===== config.mk =====
export PLATFORM = sky130hd
export DESIGN_NAME = four_bit_down_timer
export DESIGN_NICKNAME = d
export VERILOG_FILES = /design/src/rtl/counter_pkg.sv /design/src/rtl/down_count_core.sv /design/src/rtl/four_bit_down_timer.sv
export SDC_FILE = /design/constraint.sdc
export NUM_CORES = 1
export LEC_CHECK = 0
export CAP_MARGIN = 25
export CELL_PAD_IN_SITES_DETAIL_PLACEMENT = 1
export CELL_PAD_IN_SITES_GLOBAL_PLACEMENT = 2
export CORE_MARGIN = 5
export CORE_UTILIZATION = 29
export DETAILED_ROUTE_END_ITERATION = 10
export GPL_ROUTABILITY_DRIVEN = 0
export PLACE_DENSITY_LB_ADDON = 0.2
export REMOVE_ABC_BUFFERS = 1
export SYNTH_ARGS = -nofsm -noshare
export SYNTH_HDL_FRONTEND = slang
export SYNTH_SLANG_ARGS = --single-unit

===== constraint.sdc =====
create_clock -name clk -period 2.1 [get_ports clk]
set_clock_uncertainty 0.15 [all_clocks]
set_input_delay 0.42 -clock clk [delete_from_list [all_inputs] [get_ports clk]]
set_output_delay 0.42 -clock clk [all_outputs]
set_load 0.005 [all_outputs]

===== src/rtl/counter_pkg.sv =====
// Shared types and limits for the down-timer family.
package counter_pkg;

  // FSM encoding for the down timer.
  typedef enum logic [1:0] {
    IDLE = 2'b00,
    RUN  = 2'b01,
    DONE = 2'b10
  } timer_state_t;

  // Widest counter that the timer supports.
  localparam int TIMER_WIDTH_MAX = 16;

  // Smallest counter that the timer supports.
  localparam int TIMER_WIDTH_MIN = 2;

  // Report whether a counter of width w holds the value one.
  function automatic logic is_one(input logic [TIMER_WIDTH_MAX-1:0] value);
    return (value == {{(TIMER_WIDTH_MAX-1){1'b0}}, 1'b1});
  endfunction

endpackage


===== src/rtl/down_count_core.sv =====
// Count register for the down timer: load, decrement or hold, with a flag
// that shows the next enabled decrement reaches zero.
module down_count_core
  import counter_pkg::*;
#(
  parameter int WIDTH = 4
) (
  input  logic             clk,
  input  logic             clear,
  input  logic             load_en,
  input  logic [WIDTH-1:0] load_val,
  input  logic             dec_en,
  output logic [WIDTH-1:0] count,
  output logic             zero_next
);

  localparam logic [WIDTH-1:0] ZERO_C = {WIDTH{1'b0}};
  localparam logic [WIDTH-1:0] ONE_C  = {{(WIDTH-1){1'b0}}, 1'b1};

  logic [WIDTH-1:0] count_r;
  logic [WIDTH-1:0] count_next_s;
  logic [TIMER_WIDTH_MAX-1:0] count_wide_s;

  // Select the next count; load wins over decrement, and the count never wraps.
  always_comb begin
    count_next_s = count_r;
    if (load_en) begin
      count_next_s = load_val;
    end else if (dec_en) begin
      if (count_r != ZERO_C) begin
        count_next_s = count_r - ONE_C;
      end else begin
        count_next_s = ZERO_C;
      end
    end else begin
      count_next_s = count_r;
    end
  end

  // Count register with synchronous clear.
  always_ff @(posedge clk) begin
    if (clear) begin
      count_r <= ZERO_C;
    end else begin
      count_r <= count_next_s;
    end
  end

  // Zero-extend the count so the shared helper can test for one.
  always_comb begin
    count_wide_s = {TIMER_WIDTH_MAX{1'b0}};
    count_wide_s[WIDTH-1:0] = count_r;
  end

  assign count     = count_r;
  assign zero_next = is_one(count_wide_s);

endmodule


===== src/rtl/four_bit_down_timer.sv =====
// Loadable down-counter / interval timer with one-shot and auto-reload modes.
// A load is taken over a valid/ready handshake; tc pulses for one cycle when
// the count reaches its terminal value.
module four_bit_down_timer
  import counter_pkg::*;
#(
  parameter int WIDTH = 4
) (
  input  logic             clk,
  input  logic             clear,
  input  logic             load_valid,
  output logic             load_ready,
  input  logic [WIDTH-1:0] load_value,
  input  logic             auto_reload,
  input  logic             enable,
  input  logic             abort,
  output logic [WIDTH-1:0] Cout,
  output logic             busy,
  output logic             tc,
  output logic             done
);

  localparam logic [WIDTH-1:0] ZERO_C = {WIDTH{1'b0}};

  timer_state_t     state_r;
  timer_state_t     state_next_s;
  logic [WIDTH-1:0] reload_r;
  logic [WIDTH-1:0] reload_next_s;
  logic             mode_r;
  logic             mode_next_s;
  logic             tc_r;
  logic             tc_next_s;
  logic             done_r;
  logic             busy_r;
  logic             ready_r;

  logic             core_load_s;
  logic [WIDTH-1:0] core_load_val_s;
  logic             core_dec_s;
  logic [WIDTH-1:0] count_s;
  logic             zero_next_s;

  down_count_core #(
    .WIDTH (WIDTH)
  ) u_core (
    .clk       (clk),
    .clear     (clear),
    .load_en   (core_load_s),
    .load_val  (core_load_val_s),
    .dec_en    (core_dec_s),
    .count     (count_s),
    .zero_next (zero_next_s)
  );

  // Next-state and datapath control; abort beats load, load beats counting.
  always_comb begin
    state_next_s    = state_r;
    reload_next_s   = reload_r;
    mode_next_s     = mode_r;
    tc_next_s       = 1'b0;
    core_load_s     = 1'b0;
    core_load_val_s = ZERO_C;
    core_dec_s      = 1'b0;
    case (state_r)
      IDLE, DONE: begin
        if (load_valid) begin
          reload_next_s   = load_value;
          mode_next_s     = auto_reload;
          core_load_s     = 1'b1;
          core_load_val_s = load_value;
          if (load_value != ZERO_C) begin
            state_next_s = RUN;
          end else begin
            // Zero-length one-shot, regardless of auto_reload.
            state_next_s = DONE;
            tc_next_s    = 1'b1;
          end
        end else begin
          state_next_s = state_r;
        end
      end
      RUN: begin
        if (abort) begin
          state_next_s    = IDLE;
          core_load_s     = 1'b1;
          core_load_val_s = ZERO_C;
        end else if (enable) begin
          if (zero_next_s) begin
            tc_next_s = 1'b1;
            if (mode_r) begin
              // Periodic mode: restart so the period is exactly N enabled cycles.
              core_load_s     = 1'b1;
              core_load_val_s = reload_r;
              state_next_s    = RUN;
            end else begin
              core_dec_s   = 1'b1;
              state_next_s = DONE;
            end
          end else begin
            core_dec_s = 1'b1;
          end
        end else begin
          state_next_s = RUN;
        end
      end
      default: begin
        state_next_s    = IDLE;
        core_load_s     = 1'b1;
        core_load_val_s = ZERO_C;
      end
    endcase
  end

  // State, load context and registered status outputs.
  always_ff @(posedge clk) begin
    if (clear) begin
      state_r  <= IDLE;
      reload_r <= ZERO_C;
      mode_r   <= 1'b0;
      tc_r     <= 1'b0;
      done_r   <= 1'b0;
      busy_r   <= 1'b0;
      ready_r  <= 1'b1;
    end else begin
      state_r  <= state_next_s;
      reload_r <= reload_next_s;
      mode_r   <= mode_next_s;
      tc_r     <= tc_next_s;
      done_r   <= (state_next_s == DONE);
      busy_r   <= (state_next_s == RUN);
      ready_r  <= (state_next_s != RUN);
    end
  end

  assign Cout       = count_s;
  assign tc         = tc_r;
  assign done       = done_r;
  assign busy       = busy_r;
  assign load_ready = ready_r;

endmodule


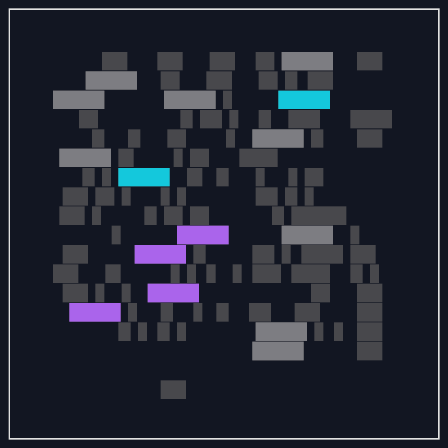
run_1/registers.png
legend:
  `reload_r`:
    color: purple
    placed_flops: 4
  `state_r`:
    color: cyan
    placed_flops: 2
not colored: 9
flip-flop and latch area: 300.3 um^2
final cell utilization of the core: 0.3919
register share of the cell area: 0.3121

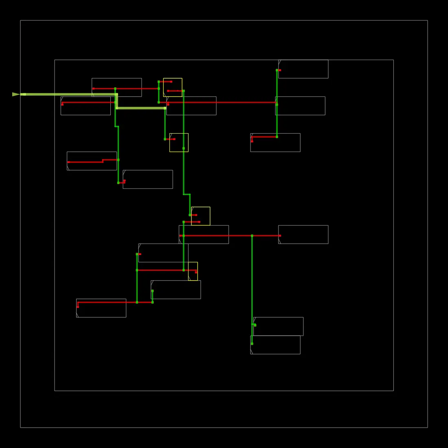
run_1/final_clocks.png
Clock Latency Late Sink: 0.27 ns
CTS Sinks: 15
Clock Power: 0.164 mW
number of buffers created by CTS: 3
flop count: 15

==> impl_metrics.toml, run 1 <==
# generated from flow reports
[power]
p_per_area_nw_per_um2 = 607.6
power.leakage_nw = 0.3480
seqPwrFrac = 0.546
switchingPower_mw = 0.1545

[routing]
routed_via_density = 4.739
drt_first_pass_iters = 4

[floorplan]
nWellTaps = 30
die_width_um = 60.24
io_pins = 18
num_rows = 18
die_h_um = 60.24

[sta]
drv_slew = 0
period_used_share = 0.9315
rsz0062_at_grt = "no"
clock.fmax_mhz = 511.2
finalSetupTns_ns = 0

[finish]
logic_gates = 61
sh_comb_area = 0.4135
n_all_buffers = 18
antennaDiodeCount = 0
nets = 115
nClkBuffers = 4

[synthesis]
ys_types = 27
adder_share = 0

[setup_path]
endpoint = "Cout[0]"
reg2regPathDepth = 4
path_depth = 1
cp-end-kind = "primary output"
crit_family = "buffers and inverters"
crit_arrival_ns = 1.39

[clocking]
ctsHoldBuffers = 0
clockBufferDepth = 2
ctsResizeCount = 0

[hold_path]
hold_depth = 2
hold_path_end = "reload_r[3]"

[global_routing]
grt_usage = 0.1056
grt_overflow = 0

[placement]
dpl_cell_area_um2 = 935.9

[job]
max-cap-violations = 0

[status]
status = "complete, no violations"
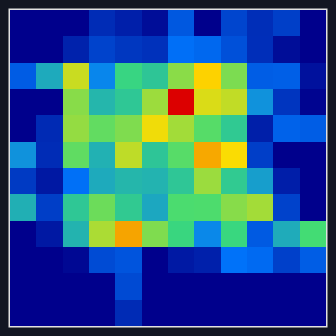
run_1/wire_density.png
The die is cut into 12 by 12 equal tiles; dark blue is low, red is high, scaled to the fullest tile. Values are wire area over tile area, all layers added.
tiles over half the peak: 21%
emptiest ninth of the die: lower left
mean over tiles: 0.072
nearly empty tiles: 30%

[run 1: Yosys cell counts]
cell type	n
nor2_1	6
nand2_1	15
clkbuf_1	1
nor4b_2	1
nand2b_1	2
nor3b_2	1
buf_4	1
o221ai_2	1
and2b_1	5
mux2i_1	1
o32ai_1	1
nor4_1	1
o21ai_1	2
nor3_4	1
nand3_1	2
and4b_1	1
a21oi_1	10
o2bb2ai_1	2
dfxtp_1	15
o221ai_1	1
nand4_4	1
o21ai_0	3
and4bb_4	1
o221a_1	1
o21a_1	1
inv_1	6
a21o_1	1
[run 1: metal layers]
layer / up-vias / GRT usage
li1: 334 / -
met1: 288 / 0.1539
met2: 13 / 0.1528
met3: 0 / 0.01944
met4: 0 / 0.03797
met5: - / 0
## Run 2: what changed since run 1
ABC_CLOCK_PERIOD_IN_PS = 1900   (was not set)
CORE_UTILIZATION = 27   (was 29)
GPL_TIMING_DRIVEN = 1   (was not set)
clock period = 1.9 ns   (was 2.1 ns; I/O delays follow)
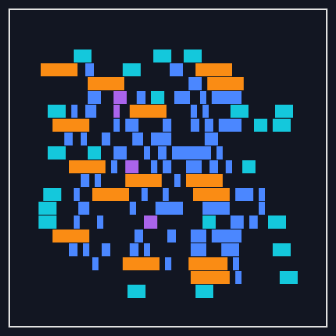
run_2/cell_classes.png
legend:
  other buffers and delay cells:
    color: cyan
    cells: 22
  clock drivers and dummy loads:
    color: purple
    cells: 4
  all other logic:
    color: blue
    cells: 67
  flip-flops:
    color: orange
    cells: 15

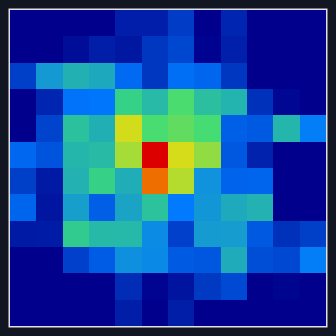
run_2/wire_density.png
The die is cut into 12 by 12 equal tiles; dark blue is low, red is high, scaled to the fullest tile. Values are wire area over tile area, all layers added.
nearly empty tiles: 33%
tiles over half the peak: 7.6%
emptiest ninth of the die: upper right
DR vias: 678
WL/cell: 13.92 um
gr usage total: 0.1151
final wirelength: 1921 um

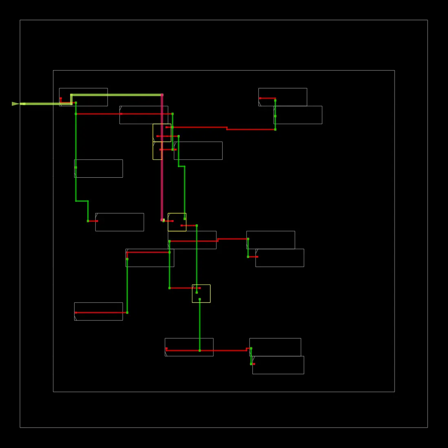
run_2/final_clocks.png
Clock Power: 0.182 mW
Clock Latency Late Sink: 0.28 ns
clock buf count: 4

==> impl_metrics.toml, run 2 <==
# generated from flow reports
[status]
status = "complete, no violations"

[power]
power.leakage_nw = 0.3675
p_per_area_nw_per_um2 = 660.3
seqPwrFrac = 0.533
switchingPower_mw = 0.1756

[routing]
drt_first_pass_iters = 4
routed_via_density = 4.913

[global_routing]
grt_overflow = 0
grt.met1_usage = 0.1395
grt_busiest_layer = "met2"
met3_usage = 0.02273
use_met2 = 0.1864

[clocking]
ctsHoldBuffers = 0
ctsResizeCount = 0
cts_buffers = 3
clockBufferDepth = 2
tritoncts_num_sinks = 15

[finish]
post-route-util = 0.3909
antennaDiodeCount = 0

[sta]
finalSetupTns_ns = 0
drv_slew = 0

[floorplan]
num_rows = 18
io_pins = 18
die_width_um = 62.07

[setup_path]
crit_arrival_ns = 1.28
crit_family = "buffers and inverters"

[synthesis]
ys_types = 27
adder_share = 0
edf_count = 0
-- run 2: worst paths after layout --
kind / end / slack (ns) / depth (start not counted)
max: Cout[3] / 0.09 / 1
min: reload_r[0] / 0.31 / 2
max reg2reg: u_core.count[3] / 0.35 / 4
min reg2reg: reload_r[0] / 0.31 / 2
-- run 2: area by class of cell --
class	instances	area, um^2
Clock buffer	4	26.28
Fill cell	325	1550
Inverter	6	22.52
Multi-Input combinational cell	61	397.9
Sequential cell	15	302.8
Tap cell	30	37.54
Timing Repair Buffer	22	207.7
-- run 2: worst min-delay path, cell delays in order (launching register included) --
cell and delay, ns:
dfxtp_1 0.32, nand2_1 0.05, a21oi_1 0.05
Power is estimated from default activity; no workload was simulated.
